<file path="src/rtl/bcd_display_pkg.sv">
// Shared constants, FSM state type and seven-segment glyph table for the
// binary-to-decimal display stage.
package display_pkg;

  localparam int          BIN_W   = 27;
  localparam int          DIGITS  = 8;
  localparam logic [31:0] MAX_DEC = 32'd99_999_999;

  typedef enum logic {IDLE, CONV} state_e;

  // Active-low patterns, bit order g,f,e,d,c,b,a.
  localparam logic [6:0] SEG_OFF  = 7'b1111111;
  localparam logic [6:0] SEG_DASH = 7'b0111111;
  localparam logic [6:0] SEG_DIGIT [0:9] = '{
    7'b1000000, 7'b1111001, 7'b0100100, 7'b0110000, 7'b0011001,
    7'b0010010, 7'b0000010, 7'b1111000, 7'b0000000, 7'b0010000
  };

endpackage

</file>
<file path="src/rtl/bcd_display_if.sv">
// Handshake and result bus between the GPIO_out producer and the display stage.
interface bcd_display_if #(
  parameter int BIN_W  = display_pkg::BIN_W,
  parameter int DIGITS = display_pkg::DIGITS
);
  logic                  in_valid;
  logic                  in_ready;
  logic [BIN_W-1:0]      bin_in;
  logic                  out_valid;
  logic [4*DIGITS-1:0]   bcd;
  logic                  ovf;
  logic [7*DIGITS-1:0]   seg;

  modport master (
    output in_valid, bin_in,
    input  in_ready, out_valid, bcd, ovf, seg
  );

  modport slave (
    input  in_valid, bin_in,
    output in_ready, out_valid, bcd, ovf, seg
  );
endinterface

</file>
<file path="src/rtl/bcd_display_seg7_decode.sv">
// One-digit BCD to active-low seven-segment decoder; dash overrides blank,
// blank overrides the glyph, and non-decimal nibbles show nothing.
module seg7_decode
  import display_pkg::*;
(
  input  logic [3:0] nibble,
  input  logic       blank,
  input  logic       dash,
  output logic [6:0] seg
);

  always_comb begin
    seg = SEG_OFF;
    if (dash)                seg = SEG_DASH;
    else if (blank)          seg = SEG_OFF;
    else if (nibble <= 4'd9) seg = SEG_DIGIT[nibble];
  end

endmodule

</file>
<file path="src/rtl/bcd_display.sv">
// Iterative double-dabble converter (one input bit per clk2) feeding eight
// registered active-low seven-segment digits.
module bcd_display #(
  parameter int BIN_W    = display_pkg::BIN_W,
  parameter int DIGITS   = display_pkg::DIGITS,
  parameter bit BLANK_LZ = 1'b1
) (
  input  logic         clk2,
  input  logic         rst,
  bcd_display_if.slave bus
);
  import display_pkg::state_e;
  import display_pkg::IDLE;
  import display_pkg::CONV;
  import display_pkg::MAX_DEC;

  localparam int               ACC_W    = 4 * DIGITS;
  localparam int               SEG_W    = 7 * DIGITS;
  localparam int               CNT_W    = $clog2(BIN_W);
  localparam logic [CNT_W-1:0] CNT_LOAD = CNT_W'(BIN_W - 1);

  state_e             state_q, state_d;
  logic [CNT_W-1:0]   cnt_q, cnt_d;
  logic [BIN_W-1:0]   bin_q, bin_d;
  logic [ACC_W-1:0]   acc_q, acc_d;
  logic               ovf_next_q, ovf_next_d;
  logic [ACC_W-1:0]   bcd_q, bcd_d;
  logic               ovf_q, ovf_d;
  logic               out_valid_q, out_valid_d;
  logic [SEG_W-1:0]   seg_q, seg_d;
  logic               in_ready_q, in_ready_d;

  logic [ACC_W-1:0]   acc_adj, acc_shift;
  logic [DIGITS-1:0]  blank;
  logic [SEG_W-1:0]   seg_dec;

  // One double-dabble step: correct every nibble >= 5, then shift in the next MSB.
  always_comb begin
    acc_adj = acc_q;
    for (int i = 0; i < DIGITS; i++) begin
      if (acc_q[4*i +: 4] >= 4'd5) acc_adj[4*i +: 4] = acc_q[4*i +: 4] + 4'd3;
    end
    acc_shift = {acc_adj[ACC_W-2:0], bin_q[BIN_W-1]};
  end

  // NOTE: every _d gets a default first so the block never infers a latch.
  always_comb begin
    state_d     = state_q;
    cnt_d       = cnt_q;
    bin_d       = bin_q;
    acc_d       = acc_q;
    ovf_next_d  = ovf_next_q;
    bcd_d       = bcd_q;
    ovf_d       = ovf_q;
    out_valid_d = 1'b0;
    seg_d       = out_valid_q ? seg_dec : seg_q;

    case (state_q)
      IDLE: begin
        if (bus.in_valid && in_ready_q) begin
          bin_d      = bus.bin_in;
          acc_d      = '0;
          cnt_d      = CNT_LOAD;
          ovf_next_d = (32'(bus.bin_in) > MAX_DEC);
          state_d    = CONV;
        end
      end
      CONV: begin
        acc_d = acc_shift;
        bin_d = {bin_q[BIN_W-2:0], 1'b0};
        if (cnt_q == '0) begin
          bcd_d       = ovf_next_q ? '0 : acc_shift;
          ovf_d       = ovf_next_q;
          out_valid_d = 1'b1;
          state_d     = IDLE;
        end else begin
          cnt_d = cnt_q - CNT_W'(1);
        end
      end
      default: state_d = IDLE;
    endcase

    in_ready_d = (state_d == IDLE);
  end

  // NOTE: reset is synchronous; rst is only sampled at posedge clk2.
  // NOTE: sequential state uses <= so every flop samples pre-edge values.
  always_ff @(posedge clk2) begin
    if (!rst) begin
      state_q     <= IDLE;
      cnt_q       <= '0;
      bin_q       <= '0;
      acc_q       <= '0;
      ovf_next_q  <= 1'b0;
      bcd_q       <= '0;
      ovf_q       <= 1'b0;
      out_valid_q <= 1'b0;
      seg_q       <= {SEG_W{1'b1}};
      in_ready_q  <= 1'b1;
    end else begin
      state_q     <= state_d;
      cnt_q       <= cnt_d;
      bin_q       <= bin_d;
      acc_q       <= acc_d;
      ovf_next_q  <= ovf_next_d;
      bcd_q       <= bcd_d;
      ovf_q       <= ovf_d;
      out_valid_q <= out_valid_d;
      seg_q       <= seg_d;
      in_ready_q  <= in_ready_d;
    end
  end

  // A digit is blank when it and every higher digit are zero; digit 0 always shows.
  always_comb begin : blank_gen
    logic hi_zero;
    hi_zero = 1'b1;
    blank   = '0;
    for (int i = DIGITS - 1; i >= 0; i--) begin
      hi_zero  = hi_zero && (bcd_q[4*i +: 4] == 4'd0);
      blank[i] = BLANK_LZ && (i != 0) && hi_zero;
    end
  end

  for (genvar g = 0; g < DIGITS; g++) begin : g_dec
    seg7_decode u_dec (
      .nibble (bcd_q[4*g +: 4]),
      .blank  (blank[g]),
      .dash   (ovf_q),
      .seg    (seg_dec[7*g +: 7])
    );
  end

  assign bus.in_ready  = in_ready_q;
  assign bus.out_valid = out_valid_q;
  assign bus.bcd       = bcd_q;
  assign bus.ovf       = ovf_q;
  assign bus.seg       = seg_q;

endmodule

</file>
<file path="src/flat_wrapper.sv">
// flat-port wrapper written by rule: the top's interface ports become plain ports
module bcd_display_flat import display_pkg::state_e; import display_pkg::IDLE; import display_pkg::CONV; import display_pkg::MAX_DEC;
#(
  parameter int BIN_W    = display_pkg::BIN_W,
  parameter int DIGITS   = display_pkg::DIGITS,
  parameter bit BLANK_LZ = 1'b1
)
  (clk2, rst, bus_in_valid, bus_bin_in, bus_in_ready, bus_out_valid, bus_bcd, bus_ovf, bus_seg);
  bcd_display_if #(.BIN_W(BIN_W), .DIGITS(DIGITS)) bus_i ();
  input  logic clk2;
  input  logic rst;
  input wire logic [$bits(bus_i.in_valid)-1:0] bus_in_valid;
  input wire logic [$bits(bus_i.bin_in)-1:0] bus_bin_in;
  output wire logic [$bits(bus_i.in_ready)-1:0] bus_in_ready;
  output wire logic [$bits(bus_i.out_valid)-1:0] bus_out_valid;
  output wire logic [$bits(bus_i.bcd)-1:0] bus_bcd;
  output wire logic [$bits(bus_i.ovf)-1:0] bus_ovf;
  output wire logic [$bits(bus_i.seg)-1:0] bus_seg;
  assign bus_i.in_valid = bus_in_valid;
  assign bus_i.bin_in = bus_bin_in;
  assign bus_in_ready = bus_i.in_ready;
  assign bus_out_valid = bus_i.out_valid;
  assign bus_bcd = bus_i.bcd;
  assign bus_ovf = bus_i.ovf;
  assign bus_seg = bus_i.seg;
  bcd_display #(.BIN_W(BIN_W), .DIGITS(DIGITS), .BLANK_LZ(BLANK_LZ)) u_core (.clk2(clk2), .rst(rst), .bus(bus_i));
endmodule
</file>
<file path="config.mk">
export PLATFORM = sky130hd
export DESIGN_NAME = bcd_display_flat
export DESIGN_NICKNAME = d
export VERILOG_FILES = /design/src/rtl/bcd_display_pkg.sv /design/src/rtl/bcd_display_if.sv /design/src/rtl/bcd_display_seg7_decode.sv /design/src/rtl/bcd_display.sv /design/src/flat_wrapper.sv
export SDC_FILE = /design/constraint.sdc
export NUM_CORES = 1
export LEC_CHECK = 0
export CORE_MARGIN = 10
export CORE_UTILIZATION = 50
export CTS_BUF_LIST = sky130_fd_sc_hd__clkbuf_8 sky130_fd_sc_hd__clkbuf_16
export DETAILED_ROUTE_END_ITERATION = 10
export PLACE_DENSITY_LB_ADDON = 0.25
export SYNTH_ARGS = -nofsm -noshare
export SYNTH_HDL_FRONTEND = slang
export SYNTH_SLANG_ARGS = --single-unit
</file>
<file path="constraint.sdc">
create_clock -name clk2 -period 2.2 [get_ports clk2]
set_input_delay 0.44 -clock clk2 [delete_from_list [all_inputs] [get_ports clk2]]
set_output_delay 0.44 -clock clk2 [all_outputs]
set_load 0.05 [all_outputs]
</file>
Figure 1. Supply network.
Pins as bars on the die edge. Tap cells in grey.
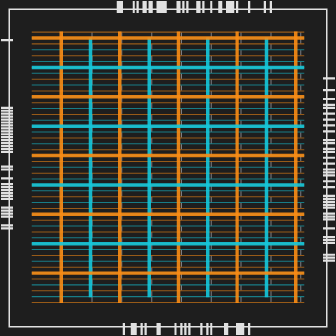
Key: VDD = cyan; VSS = orange
47 met1 rails follow the rows. 216 tap cells.
area inside the core boundary: 0.0158 mm²
die height: 146 µm
peak supply drop: 0.621 mV
die boundary width: 146 µm

Figure 2. Placed cells, one colour a class.
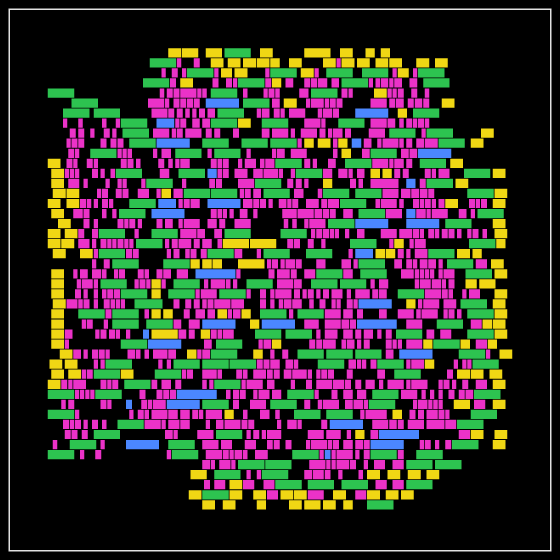
Key: clock drivers and dummy loads = blue [cells 31]; sequential cells = green [cells 157]; remaining buffers and delay cells = yellow [cells 154]; remaining logic cells = magenta [cells 792]
post-layout instance area: 0.0101 mm²
sequential share of cell area: 31.0%
end-of-flow core utilization: 64.2%

Figure 3. Clock wires, drivers and flops.
Scale bar: 50 µm.
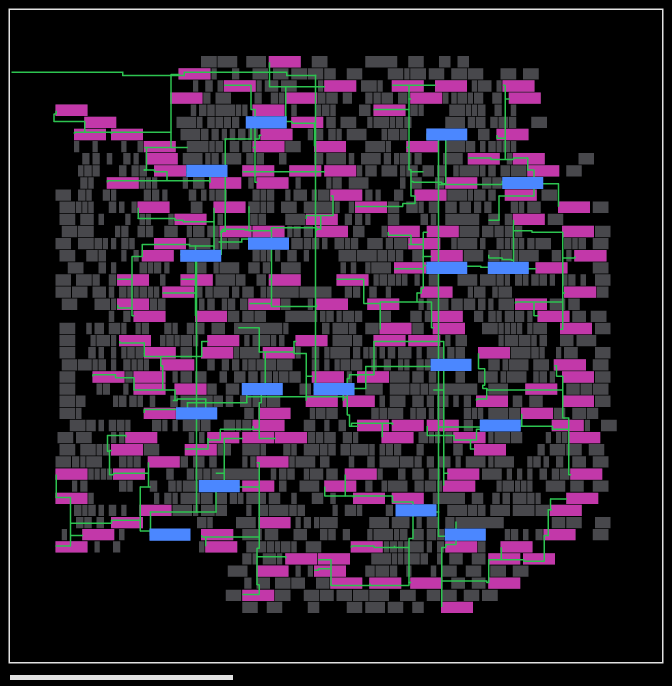
Key: clock-net drivers = blue [count 17]; flip-flops = magenta [count 157]; clock wires = green [length 1900 µm]
Position of the flops: widely spread.
power drawn by the clock network: 3.13 mW
clk_skew: 0.00620 ns
later-pin clock latency in the skew report: 0.43 ns
share of total power in the clock network: 45.8%

Figure 4. Routed metal, one colour a layer.
Scale bar: 50 µm.
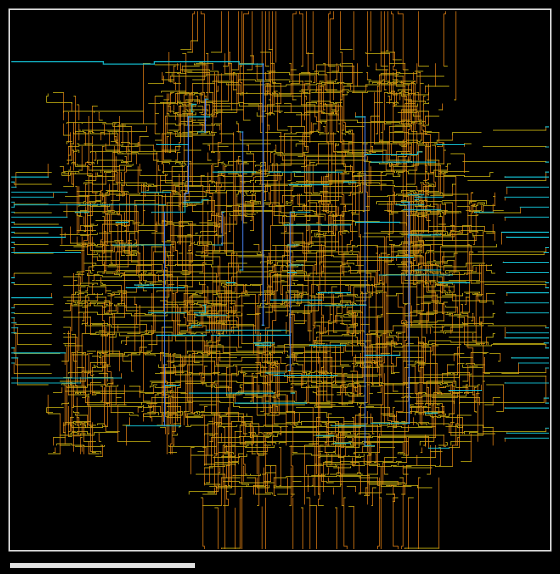
Key: M2 = orange [wire length 9530 µm]; M1 = yellow [wire length 9340 µm]; M3 = cyan [wire length 1140 µm]; M4 = blue [wire length 399 µm]
post-DR wirelength/cell: 15.1 µm
final wirelength: 20400 µm
Vias: 7344
total global routing track utilization: 18.8%

==> flow_summary.html <==
<h2>Implementation results</h2>
<table>
<tr><th>Metric</th><th>Value</th></tr>
<tr><th colspan="2">Status</th></tr>
<tr><td>Run status</td><td>finished clean</td></tr>
<tr><th colspan="2">Timing</th></tr>
<tr><td>Final setup fails</td><td>0</td></tr>
<tr><td>Final Worst Setup Slack</td><td>0.0435 ns</td></tr>
<tr><td>Maximum achievable frequency</td><td>464 MHz</td></tr>
<tr><td>Final period demand of the worst path</td><td>2.16 ns</td></tr>
<tr><td>Fin crit share</td><td>98.0%</td></tr>
<tr><td>Number of hold-slack violations in the final timing report</td><td>0</td></tr>
<tr><td>Worst hold slack</td><td>0.463 ns</td></tr>
<tr><td>Unrepaired setup endpoints after global routing</td><td>false</td></tr>
<tr><td>Final-layout setup total negative slack</td><td>0 ns</td></tr>
<tr><td>Number of max-slew violations in the final report</td><td>0</td></tr>
<tr><th colspan="2">Critical path</th></tr>
<tr><td>CP top delay family</td><td>buffers and inverters</td></tr>
<tr><td>Cells traversed along the worst timing path</td><td>clkdlybuf4s50_1</td></tr>
<tr><td>Required arrival time at the worst endpoint</td><td>1.76 ns</td></tr>
<tr><td>Worst flop-to-flop path startpoint</td><td>u_core.bus.bcd[12]</td></tr>
<tr><td>Worst R2R End</td><td>u_core.bus.seg[7]</td></tr>
<tr><td>Type of element capturing the critical path</td><td>output port</td></tr>
<tr><td>Top fanout value on the critical path</td><td>5</td></tr>
<tr><td>Type of the setup path with the least slack</td><td>reg -&gt; out</td></tr>
<tr><td>Cell depth of the worst flop-to-flop path</td><td>7</td></tr>
<tr><td>Crit path buf inv count</td><td>1</td></tr>
<tr><td>Worst Setup Start Kind</td><td>flop</td></tr>
<tr><td>Register-to-register setup slack</td><td>0.14 ns</td></tr>
<tr><td>Master of the slowest instance on the critical path</td><td>sky130_fd_sc_hd__clkdlybuf4s50_1</td></tr>
<tr><td>Destination of the critical timing path</td><td>bus_bcd[4]</td></tr>
<tr><th colspan="2">Finish</th></tr>
<tr><td>Top logic cell by instance count in the layout</td><td>sky130_fd_sc_hd__dfxtp_1</td></tr>
<tr><td>Number of antenna diodes</td><td>0</td></tr>
<tr><td>Final instance count without filler cells</td><td>1350</td></tr>
<tr><td>Count of flip-flops and latches</td><td>157</td></tr>
<tr><td>Commonest cells after routing, fill and taps aside</td><td>sky130_fd_sc_hd__dfxtp_1 (156), sky130_fd_sc_hd__nor2_1 (155), sky130_fd_sc_hd__a21oi_1 (144), sky130_fd_sc_hd__nand2_1 (109), sky130_fd_sc_hd__clkdlybuf4s50_1 (98)</td></tr>
<tr><td>Max FFs per register</td><td>56</td></tr>
<tr><td>Combinational Area</td><td>0.00441 mm²</td></tr>
<tr><td>Post-synthesis to final-layout area growth</td><td>27.1%</td></tr>
<tr><td>Clkbuf count</td><td>20</td></tr>
<tr><td>Mi-comb count</td><td>747</td></tr>
<tr><td>Area taken by flip-flops and latches</td><td>0.00314 mm²</td></tr>
<tr><td>Fill cell count</td><td>1407</td></tr>
<tr><td>Non-clock buffer share</td><td>14.8%</td></tr>
<tr><td>Largest cell class</td><td>multi-input combinational cells</td></tr>
<tr><td>Buffers outside the clock class</td><td>154</td></tr>
<tr><td>Inverter tally of the final layout excluding the clock network</td><td>45</td></tr>
<tr><td>Clock buffer and inverter area fraction after layout</td><td>6.24%</td></tr>
<tr><td>Nets</td><td>1210</td></tr>
<tr><th colspan="2">Detailed routing</th></tr>
<tr><td>Detailed-routed wire length on met3</td><td>1140 µm</td></tr>
<tr><td>Violation count after the first detailed-routing iteration</td><td>526</td></tr>
<tr><td>Highest metal used</td><td>met4</td></tr>
<tr><td>Detail Route met2 WL</td><td>9530 µm</td></tr>
<tr><td>Routed vias/inst</td><td>5.44</td></tr>
<tr><th colspan="2">Clock tree</th></tr>
<tr><td>Setup bufs post-CTS</td><td>0</td></tr>
<tr><td>CTS tree</td><td>yes</td></tr>
<tr><td>Deepest level of the CTS H-tree</td><td>4</td></tr>
<tr><td>Clk Tree Root Cell</td><td>sky130_fd_sc_hd__clkbuf_16</td></tr>
<tr><td>Sink count of the clock tree</td><td>157</td></tr>
<tr><td>Clock buffer depth</td><td>2</td></tr>
<tr><td>Clock-pin slew on the worst setup and hold paths</td><td>0.06 ns</td></tr>
<tr><td>Cell resize tally after clock tree synthesis</td><td>3</td></tr>
<tr><th colspan="2">Power</th></tr>
<tr><td>Share of total power in combinational logic</td><td>10.7%</td></tr>
<tr><td>Net switching component of the power</td><td>1.68 mW</td></tr>
<tr><td>Seq power</td><td>2.98 mW</td></tr>
<tr><td>Leakage power total</td><td>4.04 nW</td></tr>
<tr><td>Sequential share of power</td><td>43.6%</td></tr>
<tr><td>Internal Power</td><td>5.15 mW</td></tr>
<tr><th colspan="2">Logic synthesis</th></tr>
<tr><td>Xor/xnor share of the synthesized area</td><td>0.879%</td></tr>
<tr><td>Post-synth top area share</td><td>39.4%</td></tr>
<tr><td>Mean post-synth cell area</td><td>7.87 µm²</td></tr>
<tr><td>Portion of netlist area occupied by mux cells</td><td>2.89%</td></tr>
<tr><td>Count of cell types in the netlist</td><td>53</td></tr>
<tr><td>Ys async rst share</td><td>0%</td></tr>
<tr><td>Simple logic cell fraction of the synthesized area</td><td>22.0%</td></tr>
<tr><td>Synthesized instance count</td><td>1012</td></tr>
<tr><td>Top cell types by occurrence after synthesis</td><td>sky130_fd_sc_hd__dfxtp_1 (157), sky130_fd_sc_hd__nor2_1 (155), sky130_fd_sc_hd__a21oi_1 (144), sky130_fd_sc_hd__nand2_1 (109), sky130_fd_sc_hd__ha_1 (58)</td></tr>
<tr><td>Yosys reg bits</td><td>157</td></tr>
<tr><td>Yosys cell count</td><td>1012</td></tr>
<tr><td>Most used standard cell by instance count after synthesis</td><td>sky130_fd_sc_hd__dfxtp_1</td></tr>
<tr><td>Library cell with the largest summed area after synthesis</td><td>sky130_fd_sc_hd__dfxtp_1</td></tr>
<tr><td>Netlist area before placement</td><td>0.00797 mm²</td></tr>
<tr><td>Area fraction in full adders, half adders and majority gates</td><td>9.11%</td></tr>
<tr><td>Area figure in the yosys stat output</td><td>0.00797 mm²</td></tr>
<tr><td>Ao+oa area frac</td><td>20.6%</td></tr>
<tr><td>Top area cell types</td><td>sky130_fd_sc_hd__dfxtp_1 (39%), sky130_fd_sc_hd__ha_1 (9.1%), sky130_fd_sc_hd__a21oi_1 (9.0%)</td></tr>
<tr><td>Synthesized netlist net count</td><td>1100</td></tr>
<tr><td>Combinational family with the most area after synthesis</td><td>simple AND/OR/NAND/NOR gates</td></tr>
<tr><td>Count of flip-flops with a built-in enable after synthesis</td><td>0</td></tr>
<tr><td>Seq share, synth</td><td>39.4%</td></tr>
<tr><td>Commonest register cell after synthesis</td><td>sky130_fd_sc_hd__dfxtp_1</td></tr>
<tr><th colspan="2">Floorplan</th></tr>
<tr><td>Number of top-level pins</td><td>121</td></tr>
<tr><td>Standard-cell row count</td><td>46</td></tr>
<tr><td>Chip area</td><td>0.0214 mm²</td></tr>
<tr><td>Tap Cells</td><td>216</td></tr>
<tr><td>Floorplan Utilization</td><td>50.5%</td></tr>
<tr><th colspan="2">Placement</th></tr>
<tr><td>Last weighted congestion value of the routability-driven placer</td><td>0.856</td></tr>
<tr><td>DP Area</td><td>0.00948 mm²</td></tr>
<tr><td>Final HPWL DP</td><td>14400 µm</td></tr>
<tr><td>DP Cell Count</td><td>1319</td></tr>
<tr><th colspan="2">GRT</th></tr>
<tr><td>Pin count of the biggest net entering global routing</td><td>101</td></tr>
<tr><td>Number of antenna violations at the first check in global routing</td><td>0</td></tr>
<tr><td>Met2 demand-to-capacity share in global routing</td><td>31.2%</td></tr>
<tr><td>Busiest grt layer</td><td>met2</td></tr>
<tr><td>Vias in the first global route</td><td>6989</td></tr>
<tr><td>First-pass GRT wire length</td><td>33900 µm</td></tr>
<tr><td>Total gr overflow</td><td>0</td></tr>
<tr><th colspan="2">Min path</th></tr>
<tr><td>Critical hold path startpoint</td><td>u_core.bus.seg[27]</td></tr>
<tr><td>Kind of path behind the tightest hold check</td><td>reg -&gt; reg</td></tr>
<tr><th colspan="2">Job</th></tr>
<tr><td>Max-cap violations</td><td>0</td></tr>
</table>
Power is estimated from default activity; no workload was simulated.
